Local utilization:
Scale: 6 px per um. The die is cut into 7 by 5 equal tiles; black is low, pale yellow is high, 0 to 100% covered.
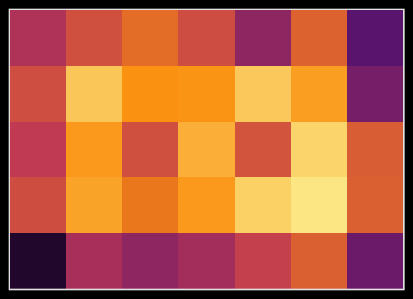
M2 wires:
Scale: 6 px per um.
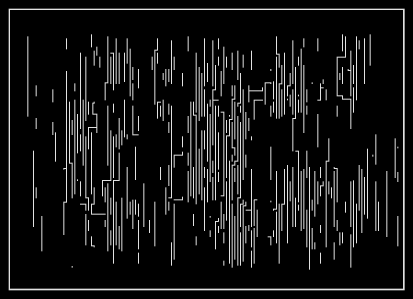
Cell sizes after repair:
Scale: 8 px per um.
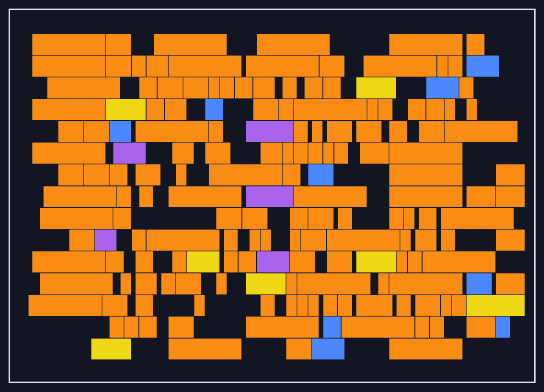
Layout detail:
Region (20, 11) to (45, 36) um. Cells in gray, sequential cells in the stronger gray; small squares are vias.
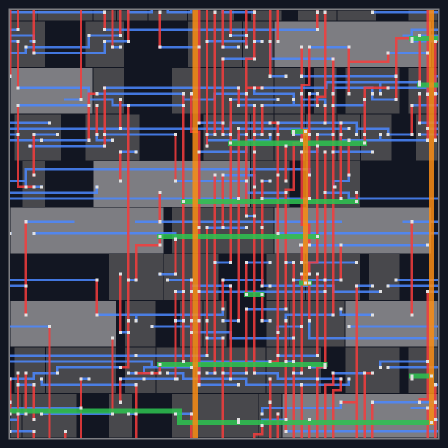
===== config.mk =====
export PLATFORM = sky130hd
export DESIGN_NAME = on_off_state
export DESIGN_NICKNAME = d
export VERILOG_FILES = /design/src/rtl/on_off_pkg.sv /design/src/rtl/on_off_countdown.sv /design/src/rtl/on_off_state.sv
export SDC_FILE = /design/constraint.sdc
export NUM_CORES = 1
export LEC_CHECK = 0
export CORE_ASPECT_RATIO = 0.7
export CORE_UTILIZATION = 60
export CTS_BUF_LIST = sky130_fd_sc_hd__clkbuf_2 sky130_fd_sc_hd__clkbuf_4 sky130_fd_sc_hd__clkbuf_8
export CTS_CLUSTER_SIZE = 40
export DETAILED_ROUTE_END_ITERATION = 12
export GPL_TIMING_DRIVEN = 0
export HOLD_SLACK_MARGIN = 0.15
export PLACE_DENSITY = 0.79
export SLEW_MARGIN = 20
export SYNTH_ARGS = -nofsm -noshare
export SYNTH_HDL_FRONTEND = slang
export SYNTH_SLANG_ARGS = --single-unit
export TNS_END_PERCENT = 30

===== constraint.sdc =====
create_clock -name clock -period 4.2 [get_ports clock]
set_clock_uncertainty 0.2 [all_clocks]
set_input_delay 0.84 -clock clock [delete_from_list [all_inputs] [get_ports clock]]
set_output_delay 0.84 -clock clock [all_outputs]
set_load 0.01 [all_outputs]

===== src/rtl/on_off_pkg.sv =====
// Shared types and default constants for the armed/disarmed flag block.
package on_off_pkg;

    typedef enum logic {
        ST_OFF = 1'b0,
        ST_ON  = 1'b1
    } state_t;

    localparam int unsigned DEF_LOCKOUT_CYCLES = 0;
    localparam int unsigned DEF_TIMEOUT_CYCLES = 50_000_000;
    localparam int unsigned DEF_CNT_W          = 32;

endpackage


===== src/rtl/on_off_countdown.sv =====
// Loadable down-counter that saturates at zero; zero reflects the registered count.
module on_off_countdown
    import on_off_pkg::*;
#(
    parameter int unsigned CNT_W = DEF_CNT_W
) (
    input  logic             clock,
    input  logic             reset,
    input  logic             load,
    input  logic [CNT_W-1:0] load_value,
    output logic             zero
);

    logic [CNT_W-1:0] cnt_q;
    logic [CNT_W-1:0] cnt_d;

    always_comb begin
        cnt_d = cnt_q;
        if (load) begin
            cnt_d = load_value;
        end else if (cnt_q != '0) begin
            cnt_d = cnt_q - 1'b1;
        end
    end

    always_ff @(posedge clock or negedge reset) begin
        if (!reset) begin
            cnt_q <= '0;
        end else begin
            cnt_q <= cnt_d;
        end
    end

    assign zero = (cnt_q == '0);

endmodule


===== src/rtl/on_off_state.sv =====
// Global armed/disarmed flag driven by gesture command strobes, with optional lockout.
// Define ON_OFF_AUTO_OFF_EN to add the inactivity auto-off while armed.
module on_off_state
    import on_off_pkg::*;
#(
    parameter int unsigned LOCKOUT_CYCLES = DEF_LOCKOUT_CYCLES,
    parameter int unsigned TIMEOUT_CYCLES = DEF_TIMEOUT_CYCLES,
    parameter int unsigned CNT_W          = DEF_CNT_W
) (
    input  logic clock,
    input  logic reset,
    input  logic is_on,
    input  logic is_off,
    output logic on_off_s,
    output logic turned_on,
    output logic turned_off
);

    localparam longint unsigned CNT_MAX = (64'd1 << CNT_W) - 64'd1;

    if (64'(LOCKOUT_CYCLES) > CNT_MAX || 64'(TIMEOUT_CYCLES) > CNT_MAX) begin : g_param_check
        $error("on_off_state: LOCKOUT_CYCLES/TIMEOUT_CYCLES do not fit in CNT_W");
    end

    state_t state_q, state_d;
    logic   turned_on_q, turned_on_d;
    logic   turned_off_q, turned_off_d;
    logic   lock_zero;
    logic   lock_load;
    logic   force_off;

    on_off_countdown #(.CNT_W(CNT_W)) u_lockout (
        .clock      (clock),
        .reset      (reset),
        .load       (lock_load),
        .load_value (CNT_W'(LOCKOUT_CYCLES)),
        .zero       (lock_zero)
    );

`ifdef ON_OFF_AUTO_OFF_EN
    logic idle_zero;
    logic idle_load;

    // Counting down from TIMEOUT-1 reaches zero exactly when an idle up-count would hit TIMEOUT-1.
    assign idle_load = turned_on_d || (state_q == ST_ON && is_on);
    assign force_off = (state_q == ST_ON) && idle_zero;

    on_off_countdown #(.CNT_W(CNT_W)) u_idle (
        .clock      (clock),
        .reset      (reset),
        .load       (idle_load),
        .load_value (CNT_W'(TIMEOUT_CYCLES - 1)),
        .zero       (idle_zero)
    );
`else
    assign force_off = 1'b0;
`endif

    always_comb begin
        state_d      = state_q;
        turned_on_d  = 1'b0;
        turned_off_d = 1'b0;
        lock_load    = 1'b0;
        if (force_off) begin
            state_d      = ST_OFF;
            turned_off_d = 1'b1;
            lock_load    = 1'b1;
        end else if (lock_zero && (is_on ^ is_off)) begin
            if (state_q == ST_OFF && is_on) begin
                state_d     = ST_ON;
                turned_on_d = 1'b1;
                lock_load   = 1'b1;
            end else if (state_q == ST_ON && is_off) begin
                state_d      = ST_OFF;
                turned_off_d = 1'b1;
                lock_load    = 1'b1;
            end
        end
    end

    always_ff @(posedge clock or negedge reset) begin
        if (!reset) begin
            state_q      <= ST_OFF;
            turned_on_q  <= 1'b0;
            turned_off_q <= 1'b0;
        end else begin
            state_q      <= state_d;
            turned_on_q  <= turned_on_d;
            turned_off_q <= turned_off_d;
        end
    end

    assign on_off_s   = (state_q == ST_ON);
    assign turned_on  = turned_on_q;
    assign turned_off = turned_off_q;

endmodule


==> impl_metrics.tcl <==
# place-and-route summary
set metrics [dict create \
    cts_root_buf "sky130_fd_sc_hd__clkbuf_8" \
    hold_end "u_lockout.cnt_q[17]" \
    cts_inserted_buffers 5 \
    power_switching_w 0.000116 \
    syn-num-nets 164 \
    combinational_group_share_of_total_power 0.024 \
    outcome "complete, no violations" \
    grt_usage 0.262 \
    most_common_logic_cells_in_the_final_layout "sky130_fd_sc_hd__dfrtp_1 (35), sky130_fd_sc_hd__xor2_1 (13), sky130_fd_sc_hd__nor2_1 (12), sky130_fd_sc_hd__nor3_1 (12), sky130_fd_sc_hd__nor4_1 (10)" \
    data_arrival_time_of_the_critical_path_ns 2.88 \
    pin_count_of_the_biggest_net_entering_global_routing 34 \
    grt_pass1_vias 1173 \
    post-route-period-util 0.693 \
    timing.critical_path.required_ns 4.17 \
    vias_per_cell 6.35 \
    ant_nets 0 \
    place_inst 200 \
    power_leader "sequential cells" \
    max_vdd_drop_mv 0.193 \
    synth.largest_area_cell "sky130_fd_sc_hd__dfrtp_1" \
]
## Picture notes: 'local utilization'
fullest tile = 95%
tiles over 75% full = 34%
emptiest ninth of the die = bottom left
mean over tiles = 61%
final design utilization: 0.738
Core ar.: 2570 um^2

## Picture notes: 'M2 wires'
wire length on this layer = 1510 um
longest straight run = 21.8 um
nets with wire on the layer = 154
share of all routed wire = 45%
vias post-DR: 1314
met2 track utilization from global routing: 0.386
total routed wirelength: 3.37 mm

## Picture notes: 'cell sizes after repair'
orange -> x1 and smaller  # cells 152, most used dfrtp_1
yellow -> x6 and larger  # cells 7, most used clkbuf_8
blue -> x2  # cells 9, most used mux2_2
purple -> x3 and x4  # cells 5, most used nor3_4
number of non-clock buffers in the layout: 9
Setup WS post-layout: 1.29 ns
synth-to-layout area growth: 12.0%

## Picture notes: 'layout detail'
orange -> M4
blue -> M1
red -> M2
green -> M3
sequential cells in the window = 8
cells with their middle in the window = 51
most frequent = dfrtp_1 (8), nand2_1 (6)
netlist names of flops here include = u_lockout.cnt_q (8)

-- flip-flops by register name (all words and copies together), names as in the netlist --
signal,flops
on_off_s,1
turned_off,1
u_lockout.cnt_q,32
turned_on,1
-- critical path, stage by stage (launching register included) --
cell	delay [ns]
sky130_fd_sc_hd__dfrtp_1	0.41
sky130_fd_sc_hd__inv_1	0.10
sky130_fd_sc_hd__ha_1	0.23
sky130_fd_sc_hd__nor4b_1	0.53
sky130_fd_sc_hd__nand4_1	0.40
sky130_fd_sc_hd__nor3_4	0.43
sky130_fd_sc_hd__buf_6	0.20
sky130_fd_sc_hd__nor2_2	0.03
sky130_fd_sc_hd__mux2_2	0.26
-- kinds of logic after synthesis --
family,after synthesis
AND-OR/OR-AND,21
adder cells (fa/ha/maj),1
multiplexers,4
XOR/XNOR,19
AND/OR/NAND/NOR,75
buffers and inverters,4
flip-flops,35
-- how the worst max path moves through the flow --
stage,slack [ns],end,depth (start not counted)
global route,1.20,u_lockout.cnt_q[2],8
floorplan,1.80,u_lockout.cnt_q[2],6
finish,1.29,u_lockout.cnt_q[2],8
detailed placement,1.37,u_lockout.cnt_q[2],8
CTS,1.35,u_lockout.cnt_q[2],8
global placement,1.42,u_lockout.cnt_q[16],5
-- final cells by class --
cell class	count	area (um^2)	share of cell area
flip-flops and latches	35	876	0.461
multi-input cells	120	796	0.419
repair buffers	8	85.1	0.0448
clock buffers	6	76.3	0.0402
well taps	34	42.5	0.0224
plain buffers	1	11.3	0.00593
inverters	3	11.3	0.00593
-- metal layers --
layer,vias up,track usage
li1,608,-
met1,657,0.349
met2,39,0.386
met3,10,0.0668
met4,0,0.174
met5,-,0
